[src/rtl/eeg_pea_eng_fdr.sv]
// rtl/eeg_pea_eng_fdr.sv - activation/weight beat feeder for a convolution PE
//
// Reads CFG_ACT_LEN activations from ARAM and, for each one, emits CFG_CONV_WEI
// beats that pair it with weight bank entries 0..CFG_CONV_WEI-1.
//
// Ports:
//   clk, rst                    clock, asynchronous active-high reset
//   CFG_ACT_LEN, CFG_CONV_WEI   run configuration, captured when START is accepted
//   START, PE_IDLE              run request, accepted only while idle and PE_IDLE high
//   BUSY, DONE                  run in progress, one-cycle end-of-run pulse
//   WEI_WEN/WIDX/WDAT           weight bank write port, honoured only while idle
//   ARAM_REN/RADD/RDAT          activation RAM read port, data one cycle after REN
//   DIN_VLD/RDY                 beat handshake towards the PE
//   ACT_LST, WEI_LST            last activation / last weight index markers
//   ACT_DAT/ADD, WEI_DAT/IDX    beat payload
//
// Optional feature: define EEG_FDR_ZERO_SKIP_EN to drop zero activations
// (except the last address) before they reach the FIFO.
module eeg_pea_eng_fdr #(
    parameter int DATA_ACT_DW = 8,
    parameter int DATA_WEI_DW = 8,
    parameter int ARAM_ADD_AW = 10,
    parameter int CONV_WEI_DW = 3
) (
    input  logic                   clk,
    input  logic                   rst,
    input  logic [ARAM_ADD_AW-1:0] CFG_ACT_LEN,
    input  logic [CONV_WEI_DW-1:0] CFG_CONV_WEI,
    input  logic                   START,
    input  logic                   PE_IDLE,
    output logic                   BUSY,
    output logic                   DONE,
    input  logic                   WEI_WEN,
    input  logic [CONV_WEI_DW-1:0] WEI_WIDX,
    input  logic [DATA_WEI_DW-1:0] WEI_WDAT,
    output logic                   ARAM_REN,
    output logic [ARAM_ADD_AW-1:0] ARAM_RADD,
    input  logic [DATA_ACT_DW-1:0] ARAM_RDAT,
    output logic                   DIN_VLD,
    input  logic                   DIN_RDY,
    output logic                   ACT_LST,
    output logic                   WEI_LST,
    output logic [DATA_ACT_DW-1:0] ACT_DAT,
    output logic [ARAM_ADD_AW-1:0] ACT_ADD,
    output logic [DATA_WEI_DW-1:0] WEI_DAT,
    output logic [CONV_WEI_DW-1:0] WEI_IDX
);

    localparam int WDEPTH = 1 << CONV_WEI_DW;

    typedef enum logic [1:0] {
        S_IDLE  = 2'd0,
        S_RUN   = 2'd1,
        S_DRAIN = 2'd2
    } state_t;

    state_t state, state_nxt;

    logic [ARAM_ADD_AW-1:0] len_r;
    logic [ARAM_ADD_AW-1:0] rd_cnt;
    logic [ARAM_ADD_AW-1:0] flight_add;
    logic                   flight;
    logic [CONV_WEI_DW-1:0] wei_r;
    logic [CONV_WEI_DW-1:0] wei_idx;
    logic [DATA_WEI_DW-1:0] bank [WDEPTH];
    logic [DATA_ACT_DW-1:0] fifo_dat [2];
    logic [ARAM_ADD_AW-1:0] fifo_add [2];
    logic                   wr_ptr;
    logic                   rd_ptr;
    logic [1:0]             count;
    logic                   done_r;

    logic       accept;
    logic       ren;
    logic       last_rd;
    logic       vld;
    logic       hs;
    logic       wlst;
    logic       alst;
    logic       pop;
    logic       push;
    logic       last_hs;
    logic [1:0] occ;

    assign accept  = (state == S_IDLE) && START && PE_IDLE;
    // A read in flight already owns a FIFO slot, so it counts toward occupancy.
    assign occ     = count + 2'(flight);
    assign ren     = (state == S_RUN) && (rd_cnt < len_r) && (occ < 2'd2);
    assign last_rd = ren && (rd_cnt == len_r - ARAM_ADD_AW'(1));
    assign vld     = (count != 2'd0);
    assign hs      = vld && DIN_RDY;
    assign wlst    = (wei_idx == wei_r - CONV_WEI_DW'(1));
    assign alst    = (fifo_add[rd_ptr] == len_r - ARAM_ADD_AW'(1));
    assign pop     = hs && wlst;
    assign last_hs = hs && wlst && alst;

`ifdef EEG_FDR_ZERO_SKIP_EN
    // The last address is always kept so the run still ends on a marked beat.
    assign push = flight && ((ARAM_RDAT != '0) || (flight_add == len_r - ARAM_ADD_AW'(1)));
`else
    assign push = flight;
`endif

    // State register
    always_ff @(posedge clk or posedge rst) begin
        if (rst) begin
            state <= S_IDLE;
        end else begin
            state <= state_nxt;
        end
    end

    // Next-state logic
    always_comb begin
        state_nxt = state;
        case (state)
            S_IDLE:  if (accept && (CFG_ACT_LEN != '0)) state_nxt = S_RUN;
            S_RUN:   if (last_rd) state_nxt = S_DRAIN;
            S_DRAIN: if (last_hs) state_nxt = S_IDLE;
            default: state_nxt = S_IDLE;
        endcase
    end

    // Outputs
    always_comb begin
        BUSY      = (state != S_IDLE);
        DONE      = done_r;
        ARAM_REN  = ren;
        ARAM_RADD = ren ? rd_cnt : '0;
        DIN_VLD   = vld;
        ACT_LST   = vld && alst;
        WEI_LST   = vld && wlst;
        ACT_DAT   = fifo_dat[rd_ptr];
        ACT_ADD   = fifo_add[rd_ptr];
        WEI_DAT   = bank[wei_idx];
        WEI_IDX   = wei_idx;
    end

    // Datapath: configuration, read issue, FIFO and weight sequencing
    always_ff @(posedge clk or posedge rst) begin
        if (rst) begin
            len_r      <= '0;
            wei_r      <= '0;
            rd_cnt     <= '0;
            flight     <= 1'b0;
            flight_add <= '0;
            wei_idx    <= '0;
            wr_ptr     <= 1'b0;
            rd_ptr     <= 1'b0;
            count      <= 2'd0;
            done_r     <= 1'b0;
            for (int i = 0; i < 2; i++) begin
                fifo_dat[i] <= '0;
                fifo_add[i] <= '0;
            end
            for (int i = 0; i < WDEPTH; i++) begin
                bank[i] <= '0;
            end
        end else begin
            done_r <= (accept && (CFG_ACT_LEN == '0)) || ((state == S_DRAIN) && last_hs);

            if (accept) begin
                len_r   <= CFG_ACT_LEN;
                wei_r   <= (CFG_CONV_WEI == '0) ? CONV_WEI_DW'(1) : CFG_CONV_WEI;
                rd_cnt  <= '0;
                wei_idx <= '0;
            end

            if ((state == S_IDLE) && WEI_WEN) begin
                bank[WEI_WIDX] <= WEI_WDAT;
            end

            if (ren) begin
                rd_cnt <= rd_cnt + ARAM_ADD_AW'(1);
            end
            flight     <= ren;
            flight_add <= rd_cnt;

            if (push) begin
                fifo_dat[wr_ptr] <= ARAM_RDAT;
                fifo_add[wr_ptr] <= flight_add;
                wr_ptr           <= ~wr_ptr;
            end
            if (pop) begin
                rd_ptr <= ~rd_ptr;
            end
            count <= count + 2'(push) - 2'(pop);

            if (hs) begin
                wei_idx <= wlst ? '0 : wei_idx + CONV_WEI_DW'(1);
            end
        end
    end

endmodule

[config.mk]
export PLATFORM = sky130hd
export DESIGN_NAME = eeg_pea_eng_fdr
export DESIGN_NICKNAME = d
export VERILOG_FILES = /design/src/rtl/eeg_pea_eng_fdr.sv
export SDC_FILE = /design/constraint.sdc
export NUM_CORES = 1
export LEC_CHECK = 0
export ABC_CLOCK_PERIOD_IN_PS = 6000
export CAP_MARGIN = 20
export CORE_MARGIN = 2
export CORE_UTILIZATION = 58
export CTS_BUF_LIST = sky130_fd_sc_hd__clkbuf_8
export DETAILED_ROUTE_END_ITERATION = 12
export GPL_TIMING_DRIVEN = 0
export PLACE_DENSITY = 0.82
export SKIP_LAST_GASP = 1
export SLEW_MARGIN = 40
export SYNTH_ARGS = -nofsm -noshare
export SYNTH_HDL_FRONTEND = slang
export SYNTH_SLANG_ARGS = --single-unit
[constraint.sdc]
create_clock -name clk -period 6 [get_ports clk]
set_input_delay 0.9 -clock clk [delete_from_list [all_inputs] [get_ports clk]]
set_output_delay 0.9 -clock clk [all_outputs]
set_load 0.02 [all_outputs]
met2.png
(2 px per um) Cells faint in the background.
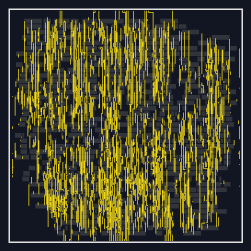
longest straight run = 44.9 um
nets with wire on the layer = 698
main direction = vertical
wire length on this layer = 7990 um
via count: 5249
met2 usage: 42.1%
drt total wl: 16.7 mm

gate_families.png
(4 px per um)
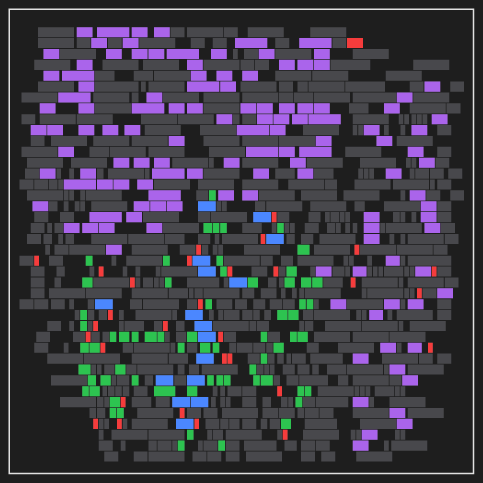
green -> inverting AOI/OAI gates  # cells 65, most used o21ai_0
blue -> adder and majority cells  # cells 16, most used ha_1
red -> inverters  # cells 31, most used inv_1
purple -> multiplexers  # cells 124, most used mux2_2
Post-Layout Cell Count: 903
Commonest Layout Cell: dfrtp_1

final_congestion.png
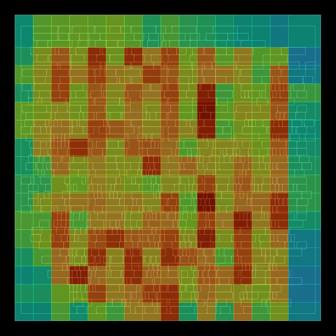
Core Util, Final: 72.3%
GR Layer Usage met1: 37.1%
busiest grt layer: met2

registers.png
(4 px per um) Other sequential cells in the stronger grey, the rest of the logic in the fainter grey.
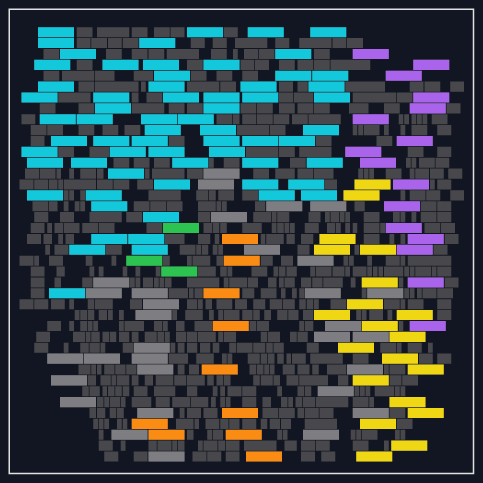
purple -> fifo_dat  # placed flops 16
yellow -> fifo_add  # placed flops 20
orange -> len_r  # placed flops 10, where south
cyan -> bank  # placed flops 64
green -> wei_r  # placed flops 3

==> Changelog: implementation <==
### Physical design

* Crit path max fanout at 8
* Syn Nets at a little under 700
* Slew headroom at 54.7%
* Leak at roughly 4.2 nW
* Setup crit start: len_r[0]
* FF+latch count, synth at 144
* Grt met3 use at under 10%
* Largest stage delay on the critical path at around 690 ps
* Arrival time worst endpoint at about 3800 ps
* Final Instance Area at around 9000 um2
* Final number of hold-violating endpoints at 0
* Wire per inst at ~19 um
* Drt drc at 0
* Inverter count at 31
* Non-Clock Buffer Area Fraction at a little under an eighth
* Vias/cell at roughly 5.8
* Top cell type by total area after synthesis: dfrtp_1
* Worst hold margin at 432 ps
* Worst vdd ir at 0.212 mV
* Most instantiated logic cells after routing: 144 x dfrtp_1, 104 x mux2_2, 91 x nand2_1
* Seq share, synth at 49.8%
* Worst setup path endpoint: ACT_LST
* Final Critical Period at around 4700 ps
* Top sig layer: met4
* Critical path buffers and inverters at 3
* Crit Path Category: reg -> out
* Largest register FFs at 64
* Cell count after synthesis at just over 600
* Top cells, area: dfrtp_1 50%, mux2_2 16%, mux4_2 5.0%
* DR iter-0 viols at ~320
* Post-place setup slack at ~1800 ps
* Tot Pwr at ~2.3 mW
* Flip-flops with a built-in enable at 0
* Comb gate area at between 3000 and 4000 um2
* Mean post-synth cell area at between 10 and 15 um2
* Hold EP: flight_add[0]
* Worst Path Required at 5100 ps
* Dpl cell area at roughly 8300 um2
* Fin crit share at between 70% and 80%
* Vias in the first global route at approximately 5400
* Log Warnings at 26
* Initial Util at between 50% and 60%
* H-Tree Depth at 4
* Largest register by flop count: bank
* HP Class: reg -> reg
* Slowest CP cell: clkdlybuf4s50_1
* Post-synthesis cell type count at between 50 and 60
* Clock-cell share at 4.79%
* Cell Rows at around 40
* Chip area at ~13000 um2
* Final-report setup violation count at 0
* Worst Hold Launch: rd_cnt[0]
* Core area at between 10000 and 15000 um2
* Yosys stat area at 7240 um2
* GPL Wtd Cong at 0.915
* Family with the most delay on the worst path: simple AND/OR/NAND/NOR gates
* Die span in x at about 120 um
* FF-to-FF path depth at 9
* Startpoint Class: register
* Setup Skew at between 10 and 15 ps
* Post-Place Cells at a little under 900
* Top-count cell post-synth: dfrtp_1
* Pint at 1.61 mW
* Clock power frac at a little over a third
* Top-area cell share at between 40 and 50%
* Routed Antenna Nets at 0
* YS warnings at 0
* Sequential power share at roughly 45%
* Clk ins delay skew pair at 450 ps
* #MultiIn Comb at approximately 420
* Slew Viols, Final at 0
* Met3 Wirelength at between 800 and 900 um
* Tap Count at 168
* Max Cap Viol at 0
* CTS tree: done
* HPWL after DPL at 12.0 mm
* Port-buffer cells at 82
* Layout area overhead at 20.9%
* FF/Latch Area at about 3600 um2
* Post-CTS Resized at 0
* N_diodes at 0
* Top cells by count, synth: 144 x dfrtp_1, 104 x mux2_2, 91 x nand2_1
* Cell count along the critical path at 10
* Post-CTS setup buffer count at 0
* Root buffer cell: clkbuf_8
* Status: finished clean
* Cell Pwr Density at around 260 nW/um2
* Switch share at 29.2%
* Initial antenna violation count at 0
* Comb pwr share at 19.9%
* CP endpoint kind: output port
* Reg2Reg Launch Point: len_r[0]
* M1 wire length at 7.55 mm
* Total CTS buffers at 17
* Grt total ovfl at 0
* CTS Hold Bufs at 0
* IO Pins at a little over 80
* First-pass GRT wire length at about 27 mm
* GRT Util Overall at 26.7%
* TNS Setup at 0 ps
* Worst flop-to-flop path endpoint: state[1]
* Hold path cells at 0
* P_sw at about 0.66 mW
* Asr flop ratio synth at 100%
* Leading cell kind: flip-flops and latches
* Critical-path cell list: inv_1 > ha_1 > or3b_1 > clkbuf_2 > o31ai_1 > a21oi_1 > nor3_2 > or2b_1 > nor4_1 > clkdlybuf4s50_1
* Area of the mapped netlist at about 7200 um2
* Clock buffer depth at 2
* R2R Setup Slk at 2990 ps
* Die height at around 120 um
* CLK BUF at 17
* Max Clk Rate at between 0.2 and 0.25 GHz
* Metal2 WL at roughly 8 mm
* Buffers, non-clock at between 100 and 150
* Final worst slack at 1270 ps
* RSZ-0062 raised after global routing: false
* Slew @ Worst Pin at around 680 ps
* Fillers at slightly below 900
* Final net count at roughly 780
* Fraction of area in registers at between 40% and 50%
* Comb area share at around 39%
* Top flop regs: bank (64), fifo_add (20), fifo_dat (16)
* Maximum number of pins on one net before global-route repair at roughly 70
* CTS clk-pin slew, worst paths at roughly 80 ps
* Flip-flop and latch count at 144
* TritonRoute pass-1 iters at 6
* Ys cells at about 620
* # clock sinks at roughly 140
* Share of layout cells above drive strength 1 at a little under a quarter
* Dominant register cell: dfrtp_1
## kinds of logic (layout without fill, tap and decap cells)
logic type	Yosys count	in the layout	synth area share, %
AND-OR/OR-AND	74	74	6.67
multiplexers	124	124	21.7
adder cells (fa/ha/maj)	16	16	2.77
buffers and inverters	59	175	3.51
XOR/XNOR	25	25	3.98
AND/OR/NAND/NOR	177	177	11.6
flip-flops	144	144	49.8
## power groups by stage
| stage | clock (mW) | combinational [mW] | sequential [mW] |
|---|---|---|---|
| 2_1_floorplan | 0 | 0.273 | 1.03 |
| 3_5_place_dp | 0 | 0.453 | 1.03 |
| 3_3_place_gp | 0 | 0.437 | 1.03 |
| 6_report | 0.805 | 0.452 | 1.01 |
| 5_1_grt | 0.853 | 0.487 | 1.01 |
| 4_1_cts | 0.816 | 0.457 | 1.01 |
Power figures rest on the tool's default switching activity, not on a simulated workload.
